--- src/rtl/vga_plot_sched.sv ---
// ============================================================================
// Module   : vga_plot_sched
// Purpose  : Pixel-write scheduler in front of the memory-mapped VGA plot
//            slave. Round-robin arbitration between two pixel requesters,
//            out-of-range pixel dropping with a saturating drop counter, an
//            optional full-screen clear engine, and a one-entry output
//            register that issues one Avalon-MM write per pixel.
// Ports    : clk, reset (async, active-high)
//            reqN_valid/ready/x/y/colour  - requester N pixel handshake (N=0,1)
//            clear_start/clear_colour     - fill-screen request and colour
//            clear_busy/clear_done        - clear engine status / done pulse
//            avm_address/write/writedata  - Avalon-MM master write port
//            avm_waitrequest              - slave stall
//            drop_count                   - rejected out-of-range pixels
// Config   : define VGA_SCHED_CLEAR_EN to build in the clear engine.
// Revision : 1.0 - initial release
// ============================================================================
`default_nettype none

module vga_plot_sched #(
   parameter int SCREEN_W = 160,
   parameter int SCREEN_H = 120,
   parameter int DROP_W   = 16
) (
   input  logic              clk,
   input  logic              reset,
   input  logic              req0_valid,
   output logic              req0_ready,
   input  logic [7:0]        req0_x,
   input  logic [6:0]        req0_y,
   input  logic [7:0]        req0_colour,
   input  logic              req1_valid,
   output logic              req1_ready,
   input  logic [7:0]        req1_x,
   input  logic [6:0]        req1_y,
   input  logic [7:0]        req1_colour,
   input  logic              clear_start,
   input  logic [7:0]        clear_colour,
   output logic              clear_busy,
   output logic              clear_done,
   output logic [3:0]        avm_address,
   output logic              avm_write,
   output logic [31:0]       avm_writedata,
   input  logic              avm_waitrequest,
   output logic [DROP_W-1:0] drop_count
);

   localparam logic [7:0] c_X_LIMIT = 8'(SCREEN_W);
   localparam logic [6:0] c_Y_LIMIT = 7'(SCREEN_H);

   logic              r_or_valid;
   logic [31:0]       r_or_data;
   logic              r_last;
   logic [DROP_W-1:0] r_drop;

   logic        w_or_free;
   logic        w_block;
   logic        w_clr_load;
   logic [31:0] w_clr_data;
   logic        w_gnt0;
   logic        w_gnt1;
   logic        w_gnt;
   logic [7:0]  w_sel_x;
   logic [6:0]  w_sel_y;
   logic [7:0]  w_sel_col;
   logic        w_in_range;
   logic        w_req_load;
   logic        w_drop;
   logic        w_load;
   logic [31:0] w_load_data;

   // The output register can take a new word if empty or emptying this cycle.
   assign w_or_free = !r_or_valid || !avm_waitrequest;

   always_comb begin
      w_gnt0 = 1'b0;
      w_gnt1 = 1'b0;
      if (!w_block && w_or_free) begin
         if (req0_valid && req1_valid) begin
            // Contention: grant whichever port did not win last time.
            w_gnt0 = r_last;
            w_gnt1 = !r_last;
         end else begin
            w_gnt0 = req0_valid;
            w_gnt1 = req1_valid;
         end
      end
   end

   assign w_gnt      = w_gnt0 || w_gnt1;
   assign w_sel_x    = w_gnt1 ? req1_x      : req0_x;
   assign w_sel_y    = w_gnt1 ? req1_y      : req0_y;
   assign w_sel_col  = w_gnt1 ? req1_colour : req0_colour;
   assign w_in_range = (w_sel_x < c_X_LIMIT) && (w_sel_y < c_Y_LIMIT);
   assign w_req_load = w_gnt && w_in_range;
   assign w_drop     = w_gnt && !w_in_range;

   assign w_load      = w_clr_load || w_req_load;
   assign w_load_data = w_clr_load ? w_clr_data
                                   : {1'b0, w_sel_y, w_sel_x, 8'h00, w_sel_col};

   always_ff @(posedge clk or posedge reset) begin
      if (reset) begin
         r_or_valid <= 1'b0;
         r_or_data  <= 32'h0;
         r_last     <= 1'b1;
         r_drop     <= '0;
      end else begin
         if (w_load) begin
            r_or_valid <= 1'b1;
            r_or_data  <= w_load_data;
         end else if (r_or_valid && !avm_waitrequest) begin
            r_or_valid <= 1'b0;
         end
         if (w_gnt) begin
            r_last <= w_gnt1;
         end
         if (w_drop && (r_drop != '1)) begin
            r_drop <= r_drop + 1'b1;
         end
      end
   end

`ifdef VGA_SCHED_CLEAR_EN
   localparam logic [7:0] c_X_MAX = 8'(SCREEN_W - 1);
   localparam logic [6:0] c_Y_MAX = 7'(SCREEN_H - 1);

   typedef enum logic [1:0] {
      S_IDLE  = 2'd0,
      S_FILL  = 2'd1,
      S_DRAIN = 2'd2
   } clr_state_t;

   clr_state_t r_state;
   clr_state_t w_state_nxt;
   logic [7:0] r_cx;
   logic [6:0] r_cy;
   logic [7:0] r_ccol;
   logic       w_clr_last;
   logic       w_done;

   assign w_clr_last = (r_cx == c_X_MAX) && (r_cy == c_Y_MAX);
   assign w_clr_data = {1'b0, r_cy, r_cx, 8'h00, r_ccol};

   always_comb begin
      w_state_nxt = r_state;
      w_clr_load  = 1'b0;
      w_block     = 1'b0;
      w_done      = 1'b0;
      case (r_state)
         S_IDLE: begin
            // A clear arriving with a requester valid takes the cycle.
            w_block = clear_start;
            if (clear_start) begin
               w_state_nxt = S_FILL;
            end
         end
         S_FILL: begin
            w_block = 1'b1;
            if (w_or_free) begin
               w_clr_load = 1'b1;
               if (w_clr_last) begin
                  w_state_nxt = S_DRAIN;
               end
            end
         end
         S_DRAIN: begin
            w_block = 1'b1;
            if (!r_or_valid) begin
               w_done      = 1'b1;
               w_state_nxt = S_IDLE;
            end
         end
         default: w_state_nxt = S_IDLE;
      endcase
   end

   always_ff @(posedge clk or posedge reset) begin
      if (reset) begin
         r_state <= S_IDLE;
         r_cx    <= 8'h0;
         r_cy    <= 7'h0;
         r_ccol  <= 8'h0;
      end else begin
         r_state <= w_state_nxt;
         if ((r_state == S_IDLE) && clear_start) begin
            r_cx   <= 8'h0;
            r_cy   <= 7'h0;
            r_ccol <= clear_colour;
         end else if (w_clr_load) begin
            if (r_cx == c_X_MAX) begin
               r_cx <= 8'h0;
               r_cy <= r_cy + 7'd1;
            end else begin
               r_cx <= r_cx + 8'd1;
            end
         end
      end
   end

   assign clear_busy = (r_state != S_IDLE);
   assign clear_done = w_done;
`else
   logic w_unused_clear;
   assign w_unused_clear = ^{clear_start, clear_colour};
   assign w_block    = 1'b0;
   assign w_clr_load = 1'b0;
   assign w_clr_data = 32'h0;
   assign clear_busy = 1'b0;
   assign clear_done = 1'b0;
`endif

   assign req0_ready    = w_gnt0;
   assign req1_ready    = w_gnt1;
   assign avm_address   = 4'h0;
   assign avm_write     = r_or_valid;
   assign avm_writedata = r_or_data;
   assign drop_count    = r_drop;

endmodule

`default_nettype wire

--- config.mk ---
export PLATFORM = sky130hd
export DESIGN_NAME = vga_plot_sched
export DESIGN_NICKNAME = d
export VERILOG_FILES = /design/src/rtl/vga_plot_sched.sv
export SDC_FILE = /design/constraint.sdc
export NUM_CORES = 1
export LEC_CHECK = 0
export CAP_MARGIN = 20
export CELL_PAD_IN_SITES_DETAIL_PLACEMENT = 2
export CELL_PAD_IN_SITES_GLOBAL_PLACEMENT = 2
export CORE_ASPECT_RATIO = 1.5
export CORE_UTILIZATION = 22
export DETAILED_ROUTE_END_ITERATION = 10
export PLACE_DENSITY = 0.9
export SYNTH_ARGS = -nofsm -noshare
export SYNTH_HDL_FRONTEND = slang
export SYNTH_SLANG_ARGS = --single-unit
--- constraint.sdc ---
create_clock -name clk -period 2.15 [get_ports clk]
set_input_delay 0.43 -clock clk [delete_from_list [all_inputs] [get_ports clk]]
set_output_delay 0.43 -clock clk [all_outputs]
set_load 0.005 [all_outputs]
### Cell density map, run 1

The die is cut into 8 by 12 equal tiles; black is low, pale yellow is high, 0 to 100% covered.
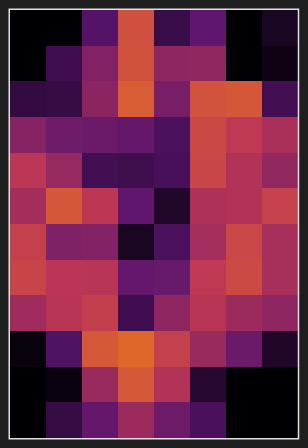
The fullest tile reaches 64%. The mean over all tiles is 32%. 12% of the tiles are nearly empty.
Core Util, Final: 35.9%
area of the core: 9630 sq um
Initial Util: 22.6%

### Metal layers overlaid, run 1

Scale bar: 20 microns. Only two layers are drawn.
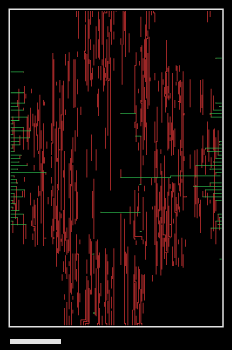
Red shows M2, wire length 4000 microns. Green shows M3, wire length 292 microns.
GR Util All Layers: 14.0%
Vias: 1974
final wirelength: 6.85 mm

==> impl_metrics.py, run 1 <==
# Synthesis and PnR figures
metrics = {
    "critical_path": {
        "worstSetupStartpoint": "r_last$_DFFE_PP1P_",
        "endpoint_kind": "primary output",
        "critPathLaunchType": "flop",
        "crit_fanout": 3,
    },
    "die": {
        "dieArea_sq_um": 10300,
        "chipHeight_microns": 124,
    },
    "run_status": {
        "status": "complete, no violations",
    },
    "synthesis": {
        "syn_area_sq_um": 2180,
        "ys_chip_area_sq_um": 2180,
        "synth.logic.top_family": "simple AND/OR/NAND/NOR gates",
        "ys_sh_xor_pct": 6.03,
    },
    "routing": {
        "routed-wl-met3_microns": 291,
        "drt_pre_antenna_iters": 3,
        "final_antenna_net_count": 0,
        "wl_met2_mm": 4.00,
        "first_iter_violations": 35,
    },
    "global_routing": {
        "grt_max_degree": 27,
        "antenna_found_initial": 0,
        "gr-usage-met2_pct": 29.2,
        "first_global_vias": 2226,
    },
    "final_timing": {
        "hold_viol_final": 0,
        "rsz0062_at_grt": "false",
        "setup_violations": 0,
        "worst_hold_slack_ps": 480,
        "slew_viol_final": 0,
    },
    "clock_network": {
        "post_cts_buffers": 0,
        "cts.repair.resized": 3,
        "cts.sink_count": 41,
    },
    "power_and_ir_drop": {
        "ir_worst_vdd_uv": 396,
        "maxPowerGroup": "sequential cells",
        "power.density_nw_per_um2": 839,
        "p_sw_share_pct": 29.9,
        "internal-power_mw": 2.03,
        "pg_clk_mw": 0.710,
        "seq_power_share_pct": 39.4,
    },
    "hold_path": {
        "min_to": "r_last$_DFFE_PP1P_",
    },
    "final_layout": {
        "most-common-layout-cells": "clkdlybuf4s50_1 (89), dfrtp_1 (40), o21ai_0 (28)",
    },
    "place": {
        "placed_area_sq_um": 3300,
        "port_buffers": 92,
    },
}
### Sequential cells grouped by signal name, run 1

Scale bar: 20 microns. Other sequential cells in the stronger gray, the rest of the logic in the fainter gray.
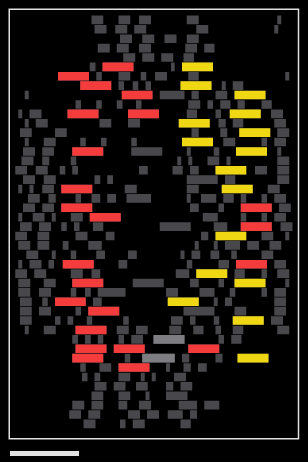
Yellow shows `drop_count`, sequential cells 16. Red shows `avm_writedata`, sequential cells 23.
Another 2 sequential cells are not colored.
area of all sequential standard cells: 1030 sq um
Seq. pwr: 1.14 mW
sequential share of cell area: 29.7%

### Cells colored by class, run 1

Scale bar: 20 microns. Fill, decap, tap and diode cells in gray.
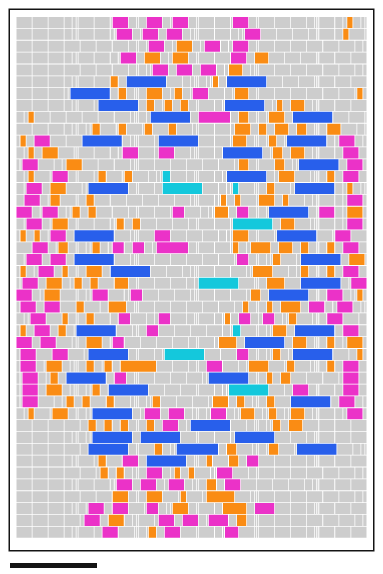
Blue shows registers, cells 41. Cyan shows clock drivers and dummy loads, cells 8. Orange shows remaining logic cells, cells 158. Magenta shows remaining buffers and delay cells, cells 110.
Post-Layout Inst Area: 3460 sq um
Row Count: 44

[run 1: synth_stat cells]
master     count  share of area (%)
xor2_1         5                2.0
o21ai_1       20                4.6
and4_1         1               0.40
and3_1         3               0.86
nand4_1        6                1.7
and2_1         1               0.29
nand2b_2       1               0.40
mux2_1         1               0.52
dfrtp_1       40                 46
conb_1         1               0.17
mux2i_1       23                 11
nor3b_2        1               0.57
clkbuf_1       4               0.69
or3_4          1               0.52
nor3_2         5                2.3
mux2i_4        1                1.0
buf_4         16                5.5
inv_1          3               0.52
or2_1          1               0.29
nor2_1         3               0.52
mux2_2         1               0.52
nand3_1       11                2.5
xnor2_1       10                4.0
nor4_2         1               0.57
nand4_2        1               0.57
nand2b_1       1               0.29
o2bb2ai_2      1               0.69
nand2_1       12                2.1
buf_2          5                1.1
ha_1           1               0.57
dfstp_2        1                1.2
o21ai_0       28                6.4
[run 1: final cells by class]
class | count | area [sq um]
inverters | 3 | 11.3
repair buffers | 110 | 1080
clock inverters | 2 | 10.0
flip-flops and latches | 41 | 1030
clock buffers | 6 | 129
multi-input cells | 155 | 1050
well taps | 115 | 144
fillers | 1051 | 6180
[run 1: stage by stage]
stage	cells	utilization [%]	setup WS [ps]	TNS, ps
floorplan	224	-	427	0
global route	432	35.9	65.4	0
CTS	432	35.8	7.59	0
finish	432	35.9	139	0
global placement	424	34.3	-21.1	-26.0
detailed placement	424	34.3	-132	-1220
[run 1: critical path, stage by stage (launching register included)]
cell	delay, ps
dfstp_2	540
nand2b_1	110
and3_1	150
clkdlybuf4s50_1	500
[run 1: state kept, by name, summed over array words and instances, names as in the netlist]
signal / count
r_last: 1
avm_writedata: 23
avm_write: 1
drop_count: 16
### Routing congestion map, run 1

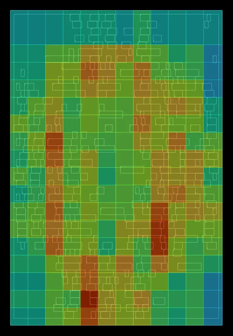

==> run 2, diff against run 1 <==
Settings changed: CORE_MARGIN set to 5.
### Routing congestion map, run 2

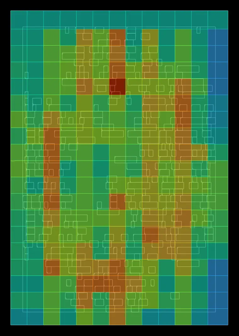
met3 Usage GRT: 2.97%
Routed WL per cell: 17.3 microns

### Metal layers overlaid, run 2

Scale bar: 20 microns. Only two layers are drawn.
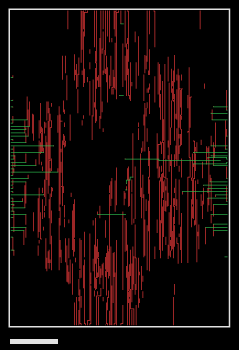
Red shows M2, wire length 4330 microns. Green shows M3, wire length 406 microns.
Vias: 1977
final wirelength: 7.45 mm
GR Util All Layers: 12.3%

==> run 2 against run 1 <==
  * Cell count down 0.23%
  * Combinational power about the same
  * Critical endpoint unchanged
  * Critical path depth unchanged
  * Critical path type unchanged
==> impl_metrics.py, run 2 <==
# Synthesis and PnR figures
metrics = {
    "die": {
        "chipHeight_microns": 132,
        "io_pins": 117,
        "rows": 44,
        "die_w_microns": 91.3,
        "dieArea_sq_um": 12000,
    },
    "clock_network": {
        "worstSkewPairLatency_ps": 280,
        "cts.sink_count": 41,
        "clock-root-buffer": "clkbuf_16",
        "h-tree-depth": 2,
        "clock_path_buffers": 2,
        "cts_buffers": 5,
        "cts_tree": "yes",
    },
    "synthesis": {
        "edf_count": 0,
        "top_area_share_pct": 45.9,
        "ys_top_cells_by_count": "dfrtp_1 (40), o21ai_0 (28), mux2i_1 (23)",
        "aoi_share_pct": 11.7,
        "async_flop_share_pct": 100,
        "syn_area_sq_um": 2180,
        "synth.logic.top_family": "simple AND/OR/NAND/NOR gates",
        "synth_area_per_cell_sq_um": 10.4,
        "synthAdderAreaFrac_pct": 0.574,
        "synth_seq_share_pct": 47.1,
        "yosysTopAreaCell": "dfrtp_1",
        "ys_chip_area_sq_um": 2180,
        "top_cells_by_area": "dfrtp_1 (46%), mux2i_1 (11%), o21ai_0 (6.4%)",
        "synth_cell_types": 32,
        "synth.most_common_cell": "dfrtp_1",
        "ys.flop_type": "dfrtp_1",
        "ys_sh_simple_pct": 13.9,
        "ys_sh_xor_pct": 6.03,
    },
    "power_and_ir_drop": {
        "pg_clk_mw": 0.787,
        "p_comb_share_pct": 35.6,
        "maxPowerGroup": "sequential cells",
        "power_switching_mw": 0.883,
        "seq_power_share_pct": 38.0,
        "internal-power_mw": 2.10,
        "ir_worst_vdd_uv": 417,
        "p_sw_share_pct": 29.6,
        "clockPowerShare_pct": 26.4,
        "power.density_nw_per_um2": 859,
        "p_seq_mw": 1.13,
    },
    "global_routing": {
        "first_global_vias": 2331,
        "top_usage_layer": "met2",
        "grt_max_degree": 27,
        "met1_usage_pct": 12.4,
        "antenna_found_initial": 0,
        "gr-usage-met2_pct": 24.5,
    },
    "critical_path": {
        "critPathLaunchType": "flop",
        "cpPeakStageDelay_ps": 550,
        "r2r_start": "drop_count[6]$_DFFE_PP0P_",
        "worstSetupStartpoint": "r_last$_DFFE_PP1P_",
        "crit_fanout": 3,
        "critPathSlowestCell": "dfstp_2",
        "path_cells": "nand2b_1 -> and3_1 -> clkdlybuf4s50_1",
        "critical_path_arrival_ps": 1570,
        "endpoint_kind": "primary output",
    },
    "run_status": {
        "status": "complete, no violations",
    },
    "final_timing": {
        "min_period_over_period_pct": 92.9,
        "period_minus_slack_ps": 2000,
        "setup_ws_ps": 152,
        "setup_violations": 0,
        "fmax_mhz": 500,
        "hold_viol_final": 0,
        "slew_viol_final": 0,
        "rsz0062_at_grt": "false",
    },
    "final_layout": {
        "flop_area_sq_um": 1030,
        "stdcell_count": 431,
        "most-common-layout-cells": "clkdlybuf4s50_1 (89), dfrtp_1 (40), o21ai_0 (28)",
        "final_common_cell": "clkdlybuf4s50_1",
        "nFillCells": 1078,
        "largest_reg_flops": 23,
        "final_area_sq_um": 3470,
        "logic_area_sq_um": 1050,
    },
    "place": {
        "pre_cts_slack_ps": -143,
        "placed_area_sq_um": 3300,
        "placed_cells": 422,
        "gp_congestion": 0.705,
        "port_buffers": 92,
    },
    "flow_run": {
        "warning_count": 35,
    },
    "routing": {
        "drt_pre_antenna_iters": 4,
        "first_iter_violations": 44,
        "drcViolationCount": 0,
        "routed-wl-met3_microns": 406,
        "final_antenna_net_count": 0,
        "via_per_inst": 4.59,
        "top_layer_used": "met4",
        "wl_met2_mm": 4.33,
    },
}
### Cell density map, run 2

The die is cut into 9 by 13 equal tiles; black is low, pale yellow is high, 0 to 100% covered.
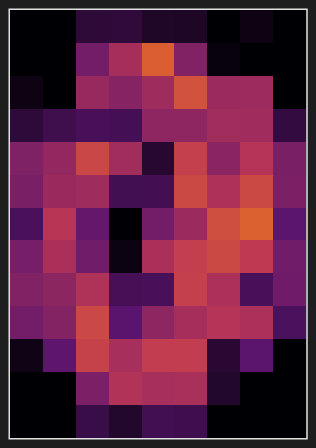
The densest ninth of the die: middle right. The mean over all tiles is 28%. The fullest tile reaches 62%. 18% of the tiles are nearly empty.
Core Util, Final: 35.8%
Initial Util: 22.5%
area of the core: 9690 sq um

run 2: cell counts after synthesis:
Identical to the previous run, type by type.
run 2: logic make-up (layout without fill, tap and decap cells):
group / Yosys count / in the layout
AOI/OAI and AO/OA: 49 / 49
and+or+nand+nor: 49 / 49
DFF: 41 / 41
buffers and inverters: 28 / 120
muxes: 26 / 26
xor gates and xnor gates: 15 / 15
adders and majority gates: 1 / 1
other: 1 / 15
run 2: path summary, 6_finish.rpt:
kind / end / slack, ps / depth (start not counted)
hold reg to reg: r_last$_DFFE_PP1P_ / 490 / 2
setup / recovery: req0_ready / 150 / 3
min in group clk: r_last$_DFFE_PP1P_ / 490 / 2
max in group asynchronous: avm_writedata[7]$_DFFE_PP0P_ / 1210 / 3
setup reg to reg: drop_count[1]$_DFFE_PP0P_ / 300 / 5
hold / removal: avm_write$_DFFE_PP0P_ / 470 / 2
run 2: layout make-up:
type | count | area share, %
Timing Repair Buffer | 109 | 31.2
Multi-Input combinational cell | 155 | 30.3
Sequential cell | 41 | 29.6
Clock buffer | 7 | 4.39
Tap cell | 115 | 4.14
Inverter | 3 | 0.324
Clock inverter | 1 | 0.144
run 2: through the flow:
stage	utilization, %	hold slack, ps	TNS [ps]
floorplan	-	444	0
global placement	34.1	469	-200
detailed placement	34.1	487	-2530
CTS	35.8	482	0
global route	35.8	513	0
finish	35.8	466	0
run 2: what timing repair did:
| item | CTS | global route |
|---|---|---|
| resized | 6 | 0 |
| setup endpoints to repair | 1 | 0 |
| hold endpoints to repair | 0 | 0 |
| setup buffers | 1 | 0 |
run 2: worst max-delay path: cells and delay by family, from the launching register on:
family        cells  cell delay (ps)
buf+inv           1              500
flops             1              550
simple gates      2              250
==> run 3, diff against run 2 <==
Settings changed: CAP_MARGIN 20 to 40, SKIP_LAST_GASP set to 1.
### Cell density map, run 3

The die is cut into 9 by 13 equal tiles; black is low, pale yellow is high, 0 to 100% covered.
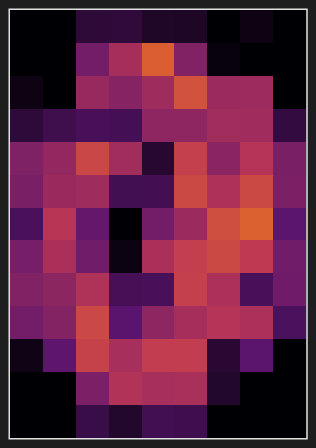
The mean over all tiles is 28%. The fullest tile reaches 62%. 18% of the tiles are nearly empty.

### Cells colored by class, run 3

Scale bar: 20 microns. Fill, decap, tap and diode cells in gray.
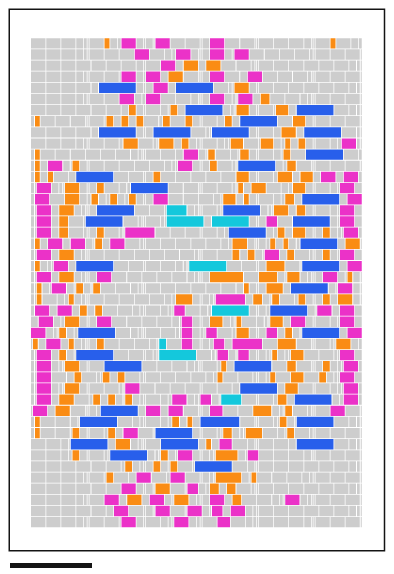
Magenta shows remaining buffers and delay cells, cells 109. Blue shows registers, cells 41. Orange shows remaining logic cells, cells 158. Cyan shows clock drivers and dummy loads, cells 8.
Post-Layout Inst Area: 3470 sq um
sequential share of cell area: 29.6%

==> run 3 against run 2 <==
  * Worst setup slack did not move
  * First-iteration DRC count did not move
  * Critical path depth did not move
  * Largest power group unchanged
  * Register-to-register slack barely moved
  * Synthesized cell count did not move
  * Clock power barely moved
==> impl_metrics.py, run 3 <==
# Synthesis and PnR figures
metrics = {
    "synthesis": {
        "synth_area_per_cell_sq_um": 10.4,
        "ys_chip_area_sq_um": 2180,
        "top_area_share_pct": 45.9,
        "async_flop_share_pct": 100,
        "yosysTopAreaCell": "dfrtp_1",
    },
    "clock_network": {
        "worstSkewPairLatency_ps": 280,
        "clock-root-buffer": "clkbuf_16",
        "cts.sink_count": 41,
        "cts_tree": "yes",
        "h-tree-depth": 2,
    },
    "global_routing": {
        "grt_max_degree": 27,
        "antenna_found_initial": 0,
    },
    "critical_path": {
        "reg2reg_slack_ps": 300,
        "worst-path-buf-inv": 1,
        "timing.rr.end": "drop_count[1]$_DFFE_PP0P_",
        "critical_path_arrival_ps": 1570,
        "crit_fanout": 3,
        "ff2ff_path_depth": 5,
        "endpoint_kind": "primary output",
        "crit_end": "req0_ready",
        "critPathLaunchType": "flop",
        "path_cells": "nand2b_1 -> and3_1 -> clkdlybuf4s50_1",
        "cpPeakStageDelay_ps": 550,
    },
    "routing": {
        "drt-total-wl_mm": 7.45,
        "via_count": 1977,
        "top_layer_used": "met4",
        "wl_met2_mm": 4.33,
        "final_antenna_net_count": 0,
        "routed-wl-met3_microns": 406,
        "drt_pre_antenna_iters": 4,
    },
    "final_layout": {
        "utilization_pct": 35.8,
        "most-common-layout-cells": "clkdlybuf4s50_1 (89), dfrtp_1 (40), o21ai_0 (28)",
        "nFillCells": 1078,
        "final_common_cell": "clkdlybuf4s50_1",
    },
    "final_timing": {
        "setup_violations": 0,
        "setup_ws_ps": 152,
        "min_period_over_period_pct": 92.9,
    },
    "die": {
        "rows": 44,
        "die_w_microns": 91.3,
        "io_pins": 117,
    },
    "run_status": {
        "status": "complete, no violations",
    },
    "place": {
        "pre_cts_slack_ps": -143,
        "gp_congestion": 0.705,
    },
}
### Sequential cells grouped by signal name, run 3

Scale bar: 20 microns. Other sequential cells in the stronger gray, the rest of the logic in the fainter gray.
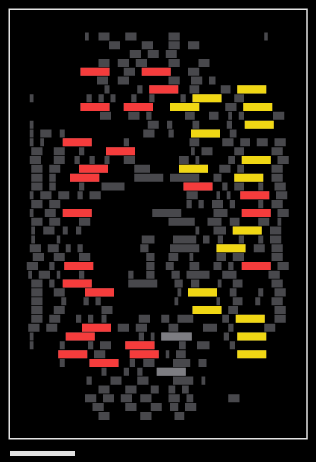
Red shows `avm_writedata`, sequential cells 23. Yellow shows `drop_count`, sequential cells 16.
Another 2 sequential cells are not colored.
Seq. pwr: 1.13 mW

run 3: cell families (layout without fill, tap and decap cells):
family | Yosys count | after routing | synth area share, %
muxes | 26 | 26 | 12.6
buffers and inverters | 28 | 120 | 7.86
AOI/OAI and AO/OA | 49 | 49 | 11.7
DFF | 41 | 41 | 47.1
adders and majority gates | 1 | 1 | 0.574
and+or+nand+nor | 49 | 49 | 13.9
other | 1 | 15 | 0.172
xor gates and xnor gates | 15 | 15 | 6.03
run 3: timing repair:
action,CTS,global route
endpoints found under the setup margin,1,0
gates resized,6,0
hold endpoints to repair,0,0
buffers inserted,1,0
run 3: through the flow:
stage	std cells	setup TNS, ps	hold slack (ps)
final	431	0	466
after global routing	431	0	513
after CTS	431	0	482
after detailed placement	422	-2530	487
after global placement	422	-200	469
after floorplan	224	0	444
run 3: report_power, final:
part	total, mW	switching, mW	leakage [nW]	internal, mW
clock	0.787	0.295	0.0799	0.492
combinational	1.06	0.424	0.914	0.638
sequential	1.13	0.164	0.512	0.970
total	2.98	0.883	1.51	2.10
run 3: cell type report:
| type | count | area (sq um) | share of cell area (%) |
|---|---|---|---|
| Timing Repair Buffer | 109 | 1080 | 31.2 |
| Multi-Input combinational cell | 155 | 1050 | 30.3 |
| Clock inverter | 1 | 5.00 | 0.144 |
| Clock buffer | 7 | 153 | 4.39 |
| Sequential cell | 41 | 1030 | 29.6 |
| Inverter | 3 | 11.3 | 0.324 |
| Tap cell | 115 | 144 | 4.14 |
run 3: metal layers:
metal	GRT usage, %	up-vias
met5	0	-
met4	3.10	0
met3	2.97	6
met2	24.5	70
met1	12.4	982
li1	-	919
No activity file was given, so power comes from the tool's default toggle rates.
